--- config.mk ---
export PLATFORM = sky130hd
export DESIGN_NAME = count_seq_ctrl_flat
export DESIGN_NICKNAME = d
export VERILOG_FILES = /design/src/rtl/count_seq_if.sv /design/src/rtl/count_seq_ctrl.sv /design/src/flat_wrapper.sv
export SDC_FILE = /design/constraint.sdc
export NUM_CORES = 1
export LEC_CHECK = 0
export CAP_MARGIN = 20
export CORE_AREA = 4 4 41 43
export DETAILED_ROUTE_END_ITERATION = 6
export DIE_AREA = 0 0 45 47
export PLACE_DENSITY = 0.71
export SYNTH_ARGS = -nofsm -noshare
export SYNTH_HDL_FRONTEND = slang
export SYNTH_SLANG_ARGS = --single-unit
--- constraint.sdc ---
create_clock -name clk -period 1.6 [get_ports clk]
set_clock_uncertainty 0.05 [all_clocks]
set_input_delay 0.4 -clock clk [delete_from_list [all_inputs] [get_ports clk]]
set_output_delay 0.4 -clock clk [all_outputs]
set_load 0.005 [all_outputs]
--- src/rtl/count_seq_if.sv ---
// Handshake bundle between the top-level control FSM, the CA1 counter and count_seq_ctrl.
// The controller uses the slave modport; the environment driving it uses master.
interface count_seq_if #(
   parameter int WIDTH = 4
);
   logic             start;
   logic [WIDTH-1:0] limit;
   logic             step_ok;
   logic [WIDTH-1:0] cnt;
   logic             cnt_clr;
   logic             cnt_inc;
   logic             busy;
   logic             last;
   logic             done;
   logic             err;

   modport master (
      output start, limit, step_ok, cnt,
      input  cnt_clr, cnt_inc, busy, last, done, err
   );

   modport slave (
      input  start, limit, step_ok, cnt,
      output cnt_clr, cnt_inc, busy, last, done, err
   );
endinterface

--- src/rtl/count_seq_ctrl.sv ---
// Sequencing controller for the CA1 4-bit up counter: clear, step to a captured limit, pulse done.
// Define COUNT_SEQ_TIMEOUT_EN to add the stall counter and the ERR abort path.
module count_seq_ctrl #(
   parameter int WIDTH          = 4,
   parameter int TIMEOUT_CYCLES = 15
) (
   input logic        clk,
   input logic        reset,
   count_seq_if.slave bus
);

   if (TIMEOUT_CYCLES < 1) begin : g_bad_timeout
      $error("count_seq_ctrl: TIMEOUT_CYCLES must be at least 1");
   end

`ifdef COUNT_SEQ_TIMEOUT_EN
   typedef enum logic [2:0] {IDLE, CLR, RUN, DONE, ERR} state_t;
   localparam int SW = $clog2(TIMEOUT_CYCLES + 1);
   logic [SW-1:0] stall;
   logic          err_q;
`else
   typedef enum logic [1:0] {IDLE, CLR, RUN, DONE} state_t;
`endif

   state_t           state;
   logic [WIDTH-1:0] limit_q;
   logic             clr_q;
   logic             busy_q;
   logic             done_q;
   logic             at_limit;

   assign at_limit = (bus.cnt == limit_q);

   // Moore flags are registered alongside the state so they come straight off flops.
   always_ff @(posedge clk or posedge reset) begin
      if (reset) begin
         state   <= IDLE;
         limit_q <= '0;
         clr_q   <= 1'b0;
         busy_q  <= 1'b0;
         done_q  <= 1'b0;
`ifdef COUNT_SEQ_TIMEOUT_EN
         stall   <= '0;
         err_q   <= 1'b0;
`endif
      end else begin
         clr_q  <= 1'b0;
         done_q <= 1'b0;
`ifdef COUNT_SEQ_TIMEOUT_EN
         err_q  <= 1'b0;
`endif
         case (state)
            IDLE: begin
               if (bus.start) begin
                  limit_q <= bus.limit;
                  state   <= CLR;
                  clr_q   <= 1'b1;
                  busy_q  <= 1'b1;
               end
            end
            CLR: begin
               state <= RUN;
`ifdef COUNT_SEQ_TIMEOUT_EN
               stall <= '0;
`endif
            end
            RUN: begin
               if (bus.step_ok && at_limit) begin
                  state  <= DONE;
                  done_q <= 1'b1;
                  busy_q <= 1'b0;
`ifdef COUNT_SEQ_TIMEOUT_EN
               end else if (bus.step_ok) begin
                  stall <= '0;
               end else if (stall == SW'(TIMEOUT_CYCLES)) begin
                  state  <= ERR;
                  err_q  <= 1'b1;
                  busy_q <= 1'b0;
               end else begin
                  stall <= stall + SW'(1);
`endif
               end
            end
            DONE: state <= IDLE;
`ifdef COUNT_SEQ_TIMEOUT_EN
            ERR:  state <= IDLE;
`endif
            default: state <= IDLE;
         endcase
      end
   end

   // Increment is withheld at the limit so the counter can never wrap.
   assign bus.cnt_inc = (state == RUN) && bus.step_ok && !at_limit;
   assign bus.last    = (state == RUN) && at_limit;
   assign bus.cnt_clr = clr_q;
   assign bus.busy    = busy_q;
   assign bus.done    = done_q;
`ifdef COUNT_SEQ_TIMEOUT_EN
   assign bus.err     = err_q;
`else
   assign bus.err     = 1'b0;
`endif

endmodule
--- src/flat_wrapper.sv ---
// flat-port wrapper written by rule: the top's interface ports become plain ports
module count_seq_ctrl_flat 
#(
   parameter int WIDTH          = 4,
   parameter int TIMEOUT_CYCLES = 15
)
  (clk, reset, bus_start, bus_limit, bus_step_ok, bus_cnt, bus_cnt_clr, bus_cnt_inc, bus_busy, bus_last, bus_done, bus_err);
  count_seq_if #(.WIDTH(WIDTH)) bus_i ();
  input logic clk;
  input logic reset;
  input wire logic [$bits(bus_i.start)-1:0] bus_start;
  input wire logic [$bits(bus_i.limit)-1:0] bus_limit;
  input wire logic [$bits(bus_i.step_ok)-1:0] bus_step_ok;
  input wire logic [$bits(bus_i.cnt)-1:0] bus_cnt;
  output wire logic [$bits(bus_i.cnt_clr)-1:0] bus_cnt_clr;
  output wire logic [$bits(bus_i.cnt_inc)-1:0] bus_cnt_inc;
  output wire logic [$bits(bus_i.busy)-1:0] bus_busy;
  output wire logic [$bits(bus_i.last)-1:0] bus_last;
  output wire logic [$bits(bus_i.done)-1:0] bus_done;
  output wire logic [$bits(bus_i.err)-1:0] bus_err;
  assign bus_i.start = bus_start;
  assign bus_i.limit = bus_limit;
  assign bus_i.step_ok = bus_step_ok;
  assign bus_i.cnt = bus_cnt;
  assign bus_cnt_clr = bus_i.cnt_clr;
  assign bus_cnt_inc = bus_i.cnt_inc;
  assign bus_busy = bus_i.busy;
  assign bus_last = bus_i.last;
  assign bus_done = bus_i.done;
  assign bus_err = bus_i.err;
  count_seq_ctrl #(.WIDTH(WIDTH), .TIMEOUT_CYCLES(TIMEOUT_CYCLES)) u_core (.clk(clk), .reset(reset), .bus(bus_i));
endmodule
Figure 1. Congestion heat map.
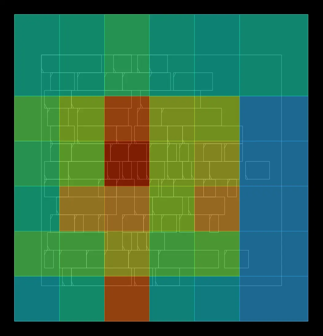
wire length per cell: 11.96 µm
busiest layer in global routing: met2

Figure 2. M3 wires.
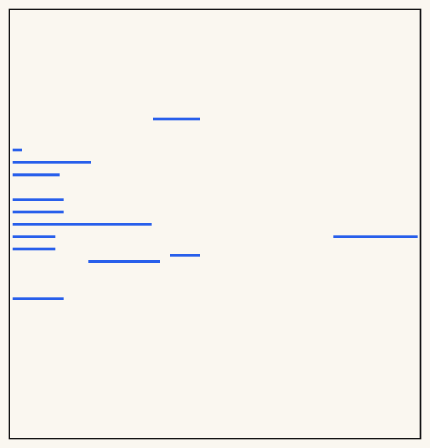
nets with wire on the layer = 11
main direction = horizontal
share of all routed wire = 7.0%
wire length on this layer = 77.7 µm
WL final: 1112 µm
routed vias: 431

==> results.yml <==
# physical design summary
cts:
  worstSkewPairLatency_ns: 0.26
  path_clk_slew_ns: 0.06
  cts_tree: "done"
  clockRootBuffer: "clkbuf_4"
  cts-buffers-inserted: 3
  clk_path_buf_depth: 2
  htreeDepth: 1
  cts_hold_buf: 0
  cts.sinks: 9
finish:
  fin_nets: 94
  mi_logic_area_um2: 300.3
  syn_to_final_growth_pct: 59.66
  design_area_um2: 817.0
  drive_gt1_share_pct: 34.62
  fillers: 121
  n_antenna_cell: 0
grt:
  grt_max_degree: 10
  globalRouteOverflowTotal: 0
  grt_pass1_wl_um: 1856
  antenna_found_initial: 0
  grt_pass1_vias: 442
  grtUsageTotal_pct: 12.89
critical_path:
  crit_type: "in -> out"
  worst-path-max-fanout: 2
  critPathLaunchType: "input pin"
  cp.arrival_ns: 1.42
  crit_path_end_kind: "output port"
  worstPathRequired_ns: 1.15
sta:
  max_freq_ghz: 0.5353
  finalCritPeriodShare_pct: 116.8
  hold_violations: 0
  worst_slack_ns: -0.2681
  final-setup-viol-count: 2
  slew_viol_final: 0
  fin_crit_ns: 1.868
  rsz0062_at_grt: "yes"
drt:
  viasPerCell: 4.634
  first_iter_violations: 0
  drc_errors: 0
  ant_nets: 0
  drtPass1Iterations: 1
yosys:
  ys.warnings.count: 0
  yosysTopAreaCellShare_pct: 44.01
  synth_cells: 50
  top_area_cell: "dfrtp_1"
  edf_count: 0
  synth_async_sr_flop_share_pct: 100.0
  synth_flops: 9
  ys.flop_type: "dfrtp_1"
  synth.avg_cell_area_um2: 10.23
  synth_cell_types: 22
  yosys_area_um2: 511.7
  syn-cell-area_um2: 511.7
  top_cells_by_area: "dfrtp_1 44%, mux2_2 8.8%, ha_1 7.3%, xor2_1 6.8%, inv_1 4.4%"
  common_cells: "9 x dfrtp_1, 6 x inv_1, 5 x nand2_1"
  fp_nets: 65
  most_common_cell: "dfrtp_1"
  synth-cells-yosys: 50
  ys_seq_share_pct: 44.01
power_and_ir_drop:
  p_per_area_nw_per_um2: 1532
  p_leak_nw: 0.3829
  p_total_mw: 1.252
  peakVddDrop_mv: 0.8834
place:
  dp_hpwl_um: 863.9
  gp_congestion: 0.8118
  dpl-instance-area_um2: 739.5
job:
  cap_violations: 0
  openroad.warnings: 30
die:
  rows: 13
  initial_core_util_pct: 39.33
  core_um2: 1301
  die_area_um2: 2115
  num_io_pins: 18
outcome:
  violations: "negative setup slack"
  status: "finished, violations left"
min_path:
  hold_path_class: "in -> async"
Figure 3. Pin map.
Pins as bars across the die edge, other pins in grey.
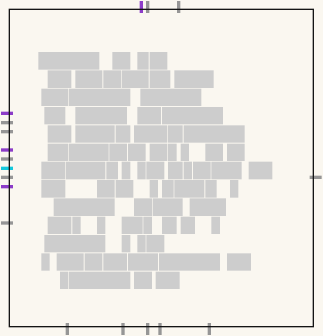
bus_cnt_inc -> cyan  # pins 1, direction output, edge left
bus_limit -> purple  # pins 4, direction input, edge 3 left, 1 top
all pins by edge = 9 left, 5 bottom, 3 top, 1 right
die y size: 47 µm
Port Buf Inserts: 16
Die Wd: 45 µm

kinds of logic after synthesis:
family                     after synthesis  synth area share, %
adders and majority gates                3                7.336
xor gates and xnor gates                 4                6.845
and+or+nand+nor                         16                19.32
muxes                                    4                8.801
buffers and inverters                    8                6.601
DFF                                      9                44.01
AOI/OAI and AO/OA                        5                6.357
other                                    1               0.7328
routing by layer:
metal	up-vias	routed length [µm]	global-route usage [%]
met1	200	433	13.00
li1	215	-	-
met3	4	77	4.215
met4	0	25	8.772
met2	12	575	22.60
met5	-	0	0
path summary, 6_finish.rpt:
kind / from / endpoint / slack [ns] / cells past startpoint
hold reg to reg: u_core.bus.busy / u_core.bus.busy / 0.49 / 2
setup reg to reg: u_core.limit_q[1] / u_core.state[0] / 0.09 / 6
setup / recovery: bus_cnt[1] / bus_cnt_inc / -0.27 / 6
hold / removal: reset / u_core.limit_q[1] / 0.35 / 2
max in group asynchronous: reset / u_core.limit_q[3] / 0.89 / 2
min in group clk: u_core.bus.busy / u_core.bus.busy / 0.49 / 2
cell usage in the layout, fill, tap and decap left out, types with 2 or more instances in the layout:
cell type / n
ha_1: 3
mux2_2: 4
clkdlybuf4s50_1: 9
nor2_1: 2
buf_2: 2
inv_1: 6
nand3b_1: 2
buf_4: 10
clkbuf_4: 3
xor2_2: 4
nand2_1: 5
dfrtp_1: 9
dlygate4sd2_1: 3
critical path, cell delays in order:
cell,delay (ns)
dlygate4sd2_1,0.26
xor2_2,0.19
nor4_4,0.28
buf_4,0.15
nor2_1,0.03
buf_2,0.12
state kept, by name, summed over array words and instances, names as in the netlist:
| register | cells |
|---|---|
| u_core.bus.cnt_clr | 1 |
| u_core.state | 2 |
| u_core.limit_q | 4 |
| u_core.bus.done | 1 |
| u_core.bus.busy | 1 |
metrics by stage:
stage | setup slack (ns) | std cells | TNS [ns] | hold WS, ns | util [%]
floorplan | 0.07505 | 50 | 0 | 0.1779 | -
global placement | -0.7813 | 87 | -2.466 | 0.4591 | 56.83
detailed placement | -0.7841 | 87 | -2.624 | 0.4760 | 56.83
CTS | -0.2713 | 92 | -0.5182 | 0.3562 | 61.35
global route | -0.3106 | 93 | -0.5893 | 0.3693 | 62.79
finish | -0.2681 | 93 | -0.5041 | 0.3505 | 62.79
report_power, final:
group	total (mW)	switching (mW)	internal, mW	leakage (nW)
logic	0.680	0.311	0.369	0.261
clock network	0.178	0.0821	0.0963	0.0150
registers	0.394	0.0706	0.323	0.107
total	1.25	0.463	0.789	0.383
cell type report:
type / count / share of cell area [%]
Multi-Input combinational cell: 33 / 36.75
Sequential cell: 9 / 27.57
Timing Repair Buffer: 26 / 27.41
Clock buffer: 4 / 3.216
Inverter: 6 / 2.757
Tap cell: 15 / 2.297
timing repair:
item	CTS	global route
resized	19	4
setup buffers	1	2
pin swaps	6	3
setup endpoints to repair	4	5
Power and IR drop assume default switching activity.
